### config.mk
export PLATFORM = sky130hd
export DESIGN_NAME = lzc_bitmap_builder
export DESIGN_NICKNAME = d
export VERILOG_FILES = /design/src/rtl/lzc_bitmap_builder_pkg.sv /design/src/rtl/lzc_bitmap_builder_decode.sv /design/src/rtl/lzc_bitmap_builder.sv
export SDC_FILE = /design/constraint.sdc
export NUM_CORES = 1
export LEC_CHECK = 0
export CAP_MARGIN = 25
export CORE_MARGIN = 2
export CORE_UTILIZATION = 44
export CTS_CLUSTER_DIAMETER = 50
export DETAILED_ROUTE_END_ITERATION = 6
export PLACE_DENSITY = 0.76
export SLEW_MARGIN = 20
export SYNTH_ARGS = -nofsm -noshare
export SYNTH_HDL_FRONTEND = slang
export SYNTH_HIERARCHICAL = 1
export SYNTH_SLANG_ARGS = --single-unit
### constraint.sdc
create_clock -name clk -period 1.6 [get_ports clk]
set_input_delay 0.24 -clock clk [delete_from_list [all_inputs] [get_ports clk]]
set_output_delay 0.24 -clock clk [all_outputs]
set_load 0.005 [all_outputs]
### src/rtl/lzc_bitmap_builder_pkg.sv
// ---------------------------------------------------------------------------
// lzc_bitmap_builder_pkg
// Constants and types shared by the LZC encoder and its consumers.
//   LZC_DATA_W : bitmap width covered by one LZC code stream.
//   LZC_CODE_W : code width. The MSB flags an all-zero word. The low bits
//                carry the leading-zero count.
//   lzc_state_e: bitmap builder FSM states.
// ---------------------------------------------------------------------------
package lzc_bitmap_builder_pkg;

  localparam int LZC_DATA_W = 32;
  localparam int LZC_CODE_W = $clog2(LZC_DATA_W) + 1;

  typedef enum logic [1:0] {
    ST_IDLE  = 2'd0,
    ST_ACCUM = 2'd1,
    ST_HOLD  = 2'd2
  } lzc_state_e;

endpackage : lzc_bitmap_builder_pkg

### src/rtl/lzc_bitmap_builder_decode.sv
// ---------------------------------------------------------------------------
// lzc_decode
// Combinational decoder from an LZC code to the one-hot bit it names.
//   code_i   [CODE_W-1:0] : LZC code. MSB=1 means a zero word.
//   onehot_o [DATA_W-1:0] : one-hot of bit (DATA_W-1 - lzc). It is all-zero
//                           when the code MSB is set.
// When the MSB is set, the low bits are ignored, even when they are non-zero.
// ---------------------------------------------------------------------------
module lzc_decode
  import lzc_bitmap_builder_pkg::*;
#(
  parameter  int DATA_W = LZC_DATA_W,
  localparam int CODE_W = $clog2(DATA_W) + 1
) (
  input  logic [CODE_W-1:0] code_i,
  output logic [DATA_W-1:0] onehot_o
);

  localparam int LZ_W = CODE_W - 1;

  logic              zero_word;
  logic [LZ_W-1:0]   lz;

  assign zero_word = code_i[CODE_W-1];
  assign lz        = code_i[LZ_W-1:0];

  // Bit i is selected when the leading-zero count equals DATA_W-1-i.
  // DATA_W is a power of two, so every lz value maps to a real bit.
  always_comb begin
    onehot_o = '0;
    for (int i = 0; i < DATA_W; i++) begin
      onehot_o[i] = ~zero_word && (lz == LZ_W'(DATA_W - 1 - i));
    end
  end

endmodule : lzc_decode

### src/rtl/lzc_bitmap_builder.sv
// ---------------------------------------------------------------------------
// lzc_bitmap_builder
// Rebuilds a DATA_W-bit set-bit mask from a stream of LZC position codes.
// Each accepted code is decoded to one bit and ORed into an accumulator.
// The beat flagged last completes the bitmap. The bitmap is then held on the
// map_* outputs until the downstream side accepts it.
//   clk, rst_n             : clock and asynchronous active-low reset
//   code_valid/code_ready  : input handshake. code_ready depends only on state.
//   code, code_last        : LZC code and end-of-bitmap flag
//   map_valid/map_ready    : output handshake
//   map_data               : rebuilt bitmap
//   map_count              : accepted beats for this bitmap. Saturates at
//                            2^CODE_W-1.
//   map_dup                : a non-zero-word code hit a bit that was already set
// All outputs are driven directly from registers.
// ---------------------------------------------------------------------------
module lzc_bitmap_builder
  import lzc_bitmap_builder_pkg::*;
#(
  parameter  int DATA_W = LZC_DATA_W,
  localparam int CODE_W = $clog2(DATA_W) + 1
) (
  input  logic              clk,
  input  logic              rst_n,
  input  logic              code_valid,
  output logic              code_ready,
  input  logic [CODE_W-1:0] code,
  input  logic              code_last,
  output logic              map_valid,
  input  logic              map_ready,
  output logic [DATA_W-1:0] map_data,
  output logic [CODE_W-1:0] map_count,
  output logic              map_dup
);

  // Beat counter with saturation at all-ones.
  function automatic logic [CODE_W-1:0] sat_inc(input logic [CODE_W-1:0] v);
    return (&v) ? v : v + 1'b1;
  endfunction

  lzc_state_e        state_q, state_d;
  logic [DATA_W-1:0] acc_q, acc_d;
  logic [CODE_W-1:0] cnt_q, cnt_d;
  logic              dup_q, dup_d;
  logic              ready_q, ready_d;
  logic              valid_q, valid_d;

  logic [DATA_W-1:0] dec_onehot;
  logic              accept;

  lzc_decode #(
    .DATA_W (DATA_W)
  ) u_decode (
    .code_i   (code),
    .onehot_o (dec_onehot)
  );

  assign accept = code_valid && ready_q;

  always_comb begin
    state_d = state_q;
    acc_d   = acc_q;
    cnt_d   = cnt_q;
    dup_d   = dup_q;
    case (state_q)
      ST_IDLE: begin
        // The accumulator is already empty, so the first beat simply loads.
        if (accept) begin
          acc_d   = dec_onehot;
          cnt_d   = CODE_W'(1);
          dup_d   = 1'b0;
          state_d = code_last ? ST_HOLD : ST_ACCUM;
        end
      end
      ST_ACCUM: begin
        if (accept) begin
          acc_d   = acc_q | dec_onehot;
          cnt_d   = sat_inc(cnt_q);
          // A zero-word code decodes to all-zero and can never flag dup.
          dup_d   = dup_q | (|(acc_q & dec_onehot));
          state_d = code_last ? ST_HOLD : ST_ACCUM;
        end
      end
      ST_HOLD: begin
        if (map_ready) begin
          acc_d   = '0;
          cnt_d   = '0;
          dup_d   = 1'b0;
          state_d = ST_IDLE;
        end
      end
      default: begin
        acc_d   = '0;
        cnt_d   = '0;
        dup_d   = 1'b0;
        state_d = ST_IDLE;
      end
    endcase
    // Handshake flags come from the next state. Both flags are then
    // registered, so there is no combinational path from map_ready to
    // code_ready.
    ready_d = (state_d != ST_HOLD);
    valid_d = (state_d == ST_HOLD);
  end

  // ready_q resets low and rises on the first edge after reset release.
  always_ff @(posedge clk or negedge rst_n) begin
    if (!rst_n) begin
      state_q <= ST_IDLE;
      acc_q   <= '0;
      cnt_q   <= '0;
      dup_q   <= 1'b0;
      ready_q <= 1'b0;
      valid_q <= 1'b0;
    end else begin
      state_q <= state_d;
      acc_q   <= acc_d;
      cnt_q   <= cnt_d;
      dup_q   <= dup_d;
      ready_q <= ready_d;
      valid_q <= valid_d;
    end
  end

  assign code_ready = ready_q;
  assign map_valid  = valid_q;
  assign map_data   = acc_q;
  assign map_count  = cnt_q;
  assign map_dup    = dup_q;

endmodule : lzc_bitmap_builder

Run 1, floorplan with the power grid:
Scale bar: 20 um. Pins as bars on the die edge.
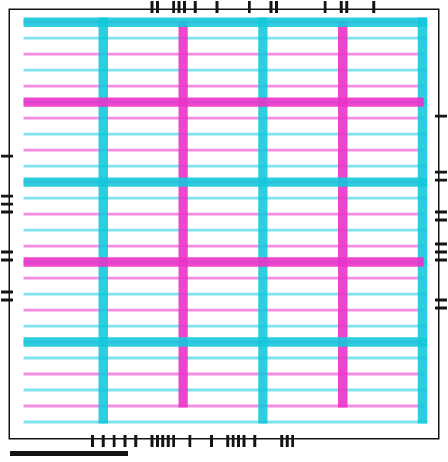
net	colour
VDD	magenta
VSS	cyan
rows	25
met5 straps	5
Die Wd: 72.79 um
VDD IR max: 447.6 uV
die height: 72.79 um

Run 1, cell classes on the final placement:
Scale bar: 20 um.
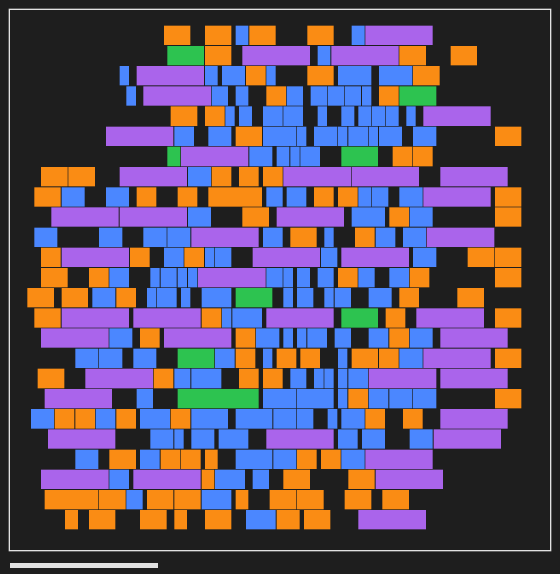
class	colour	cells	share of their area
clock drivers and dummy loads	green	8	3.8%
remaining buffers and delay cells	orange	100	28%
combinational and other logic	blue	144	33%
sequential cells	purple	43	35%
Design Area, Final: 0.003171 mm2
core area: 0.004629 mm2
Finished Core Util: 68.49%
row count: 25
flop share of the area: 33.94%

Run 1, clock wires, drivers and flops:
Scale bar: 20 um.
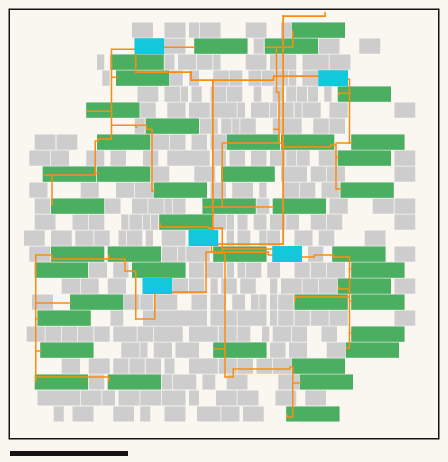
[clock drivers] cyan | count: 5
[clock wires] orange | length: 531 um
[flip-flops] green | count: 43
routed clock nets	6
flops lie	all over the die
Clk. pwr: 0.000887 W
Insertion Delay late pin: 310 ps
Layout Skew: 13.87 ps
Clk pwr share: 32.0%

Run 1, signal wires by layer:
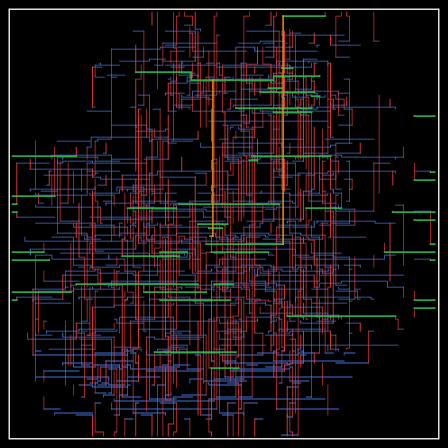
layer	colour	wire length
metal 3	green	325 um
metal 1	blue	2660 um
metal 4	orange	65.3 um
metal 2	red	3030 um
DR vias: 2025
drt total wl: 6081 um

==> impl_metrics.json, run 1 <==
{
  "total_power_w": 0.002776,
  "antenna_left": 0,
  "r2r_end": "map_count[2]$_DFFE_PN0P_",
  "status": "finished, final reports clean",
  "layout-drive-gt1-share_pct": 29.83,
  "antenna_found_initial": 0,
  "worstSetupStartpointType": "input pin",
  "boundaryPins": 52,
  "cpPeakStageDelay_ps": 600,
  "cts_made_buffers": 5,
  "setup_viol": 0,
  "comb_area_mm2": 0.001015,
  "met1_usage_pct": 33.72,
  "worstPathCellList": "buf_2 -> buf_4 -> or4_4 -> nor2_4 -> a22oi_2 -> nand4_1 -> nor4_1 -> o31ai_1",
  "wl_met2_um": 3032,
  "antenna_cells": 0,
  "ys_seq_elements": 43,
  "xor_area_share_pct": 0,
  "netlist_area_mm2": 0.002082,
  "total_leakage_power_nw": 1.420,
  "power_density_mw_per_mm2": 875.7,
  "crit_cells": 8,
  "grt_max_degree": 44,
  "tns_ps": 0,
  "top_usage_layer": "met2",
  "post-route-drc-count": 0,
  "fp_nets": 212,
  "cts_buffer_depth": 2,
  "warning_count": 27,
  "yosys-top-cells-area": "dfrtp_1 52%, a22o_1 13%, nor2_1 6.7%",
  "grt_pass1_wl_um": 9625,
  "grt_usage_pct": 23.72,
  "yosys.area.top_type_share_pct": 51.68
}
run 1: area by class of cell:
| cell class | count | share of cell area [%] |
|---|---|---|
| tap | 54 | 2.131 |
| clock inverter | 2 | 1.105 |
| sequential | 43 | 33.94 |
| clock buffer | 6 | 2.605 |
| multi-input combinational | 140 | 32.00 |
| inverter | 4 | 0.4736 |
| timing repair buffer | 100 | 27.74 |
run 1: sequential cells by signal (all words and copies together) (netlist names):
| name | count |
|---|---|
| map_count | 6 |
| map_valid | 1 |
| code_ready | 1 |
| map_data | 32 |
| state_q | 2 |
| map_dup | 1 |
==> run 1 -> run 2 <==
--- a/config.mk
+++ b/config.mk
@@ -9,7 +9,9 @@
 export CORE_MARGIN = 2
 export CORE_UTILIZATION = 44
 export CTS_CLUSTER_DIAMETER = 50
+export CTS_CLUSTER_SIZE = 28
 export DETAILED_ROUTE_END_ITERATION = 6
+export GPL_ROUTABILITY_DRIVEN = 0
 export PLACE_DENSITY = 0.76
 export SLEW_MARGIN = 20
 export SYNTH_ARGS = -nofsm -noshare
Run 2, cell classes on the final placement:
Scale bar: 20 um.
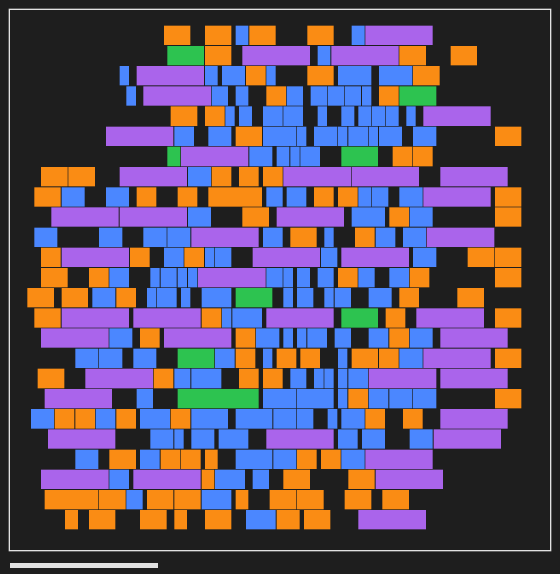
class	colour	cells	share of their area
combinational and other logic	blue	144	33%
sequential cells	purple	43	35%
clock drivers and dummy loads	green	8	3.8%
remaining buffers and delay cells	orange	100	28%

Run 2, signal wires by layer:
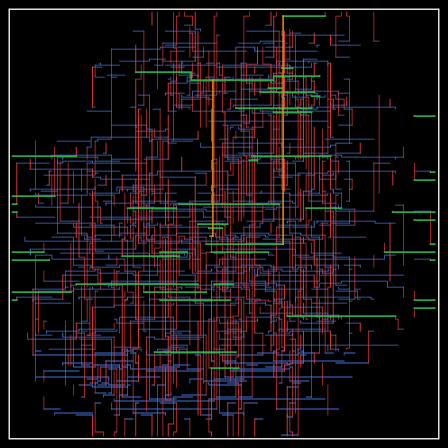
layer	colour	wire length
metal 1	blue	2660 um
metal 4	orange	65.3 um
metal 3	green	325 um
metal 2	red	3030 um
GRT Total Usage: 23.72%
DR WL/cell: 17.42 um

==> impl_metrics.json, run 2 <==
{
  "setup_viol": 0,
  "r2r_end": "map_count[2]$_DFFE_PN0P_",
  "clock_area_share_pct": 3.710,
  "skew_ps": 13.87,
  "antenna_cells": 0,
  "cpPeakStageDelay_ps": 600,
  "nFlopsAndLatches": 43,
  "dieHeight_um": 72.79,
  "worstSetupStartpointType": "input pin",
  "rows": 25,
  "fp_nets": 212,
  "n_all_inverters": 4,
  "antenna_left": 0,
  "power_frac_clock_pct": 32.0,
  "bufAreaShareNonClock_pct": 27.74,
  "drt-total-wl_um": 6081,
  "comb_area_mm2": 0.001015,
  "total_leakage_power_nw": 1.420,
  "largest_reg_flops": 32,
  "grt_pass1_wl_um": 9625,
  "status": "finished, final reports clean",
  "core_mm2": 0.004629,
  "postLayoutCoreUtil_pct": 68.49,
  "antenna_found_initial": 0,
  "insertion_delay_ps": 310,
  "post-route-drc-count": 0,
  "yosys.area.top_type_share_pct": 51.68,
  "worstPathCellList": "buf_2 -> buf_4 -> or4_4 -> nor2_4 -> a22oi_2 -> nand4_1 -> nor4_1 -> o31ai_1",
  "crit_cells": 8,
  "n_all_buffers": 100,
  "nClkBuffers": 6,
  "largest_cell_class": "flip-flops and latches"
}
-- run 2: cell counts after synthesis --
Identical to the previous run, type by type.
-- run 2: cell families (layout without fill, tap and decap cells) --
group | count (synthesis) | after routing | synth area share [%]
AOI/OAI and AO/OA | 67 | 67 | 25.06
DFF | 43 | 43 | 51.68
buffers and inverters | 17 | 112 | 3.966
adders and majority gates | 1 | 1 | 0.6009
and+or+nand+nor | 72 | 72 | 18.69
-- run 2: layer usage --
layer	vias up	global-route usage, %
met3	4	4.696
met5	-	0
met2	72	36.87
met1	1001	33.72
li1	948	-
met4	0	6.996
-- run 2: per-stage QoR --
step	setup WS, ps	setup TNS [ps]
finish	50.53	0
global route	-67.57	-86.40
CTS	6.349	0
detailed placement	-591.0	-6146
global placement	-486.5	-4431
floorplan	70.50	0
Power and IR drop assume default switching activity.
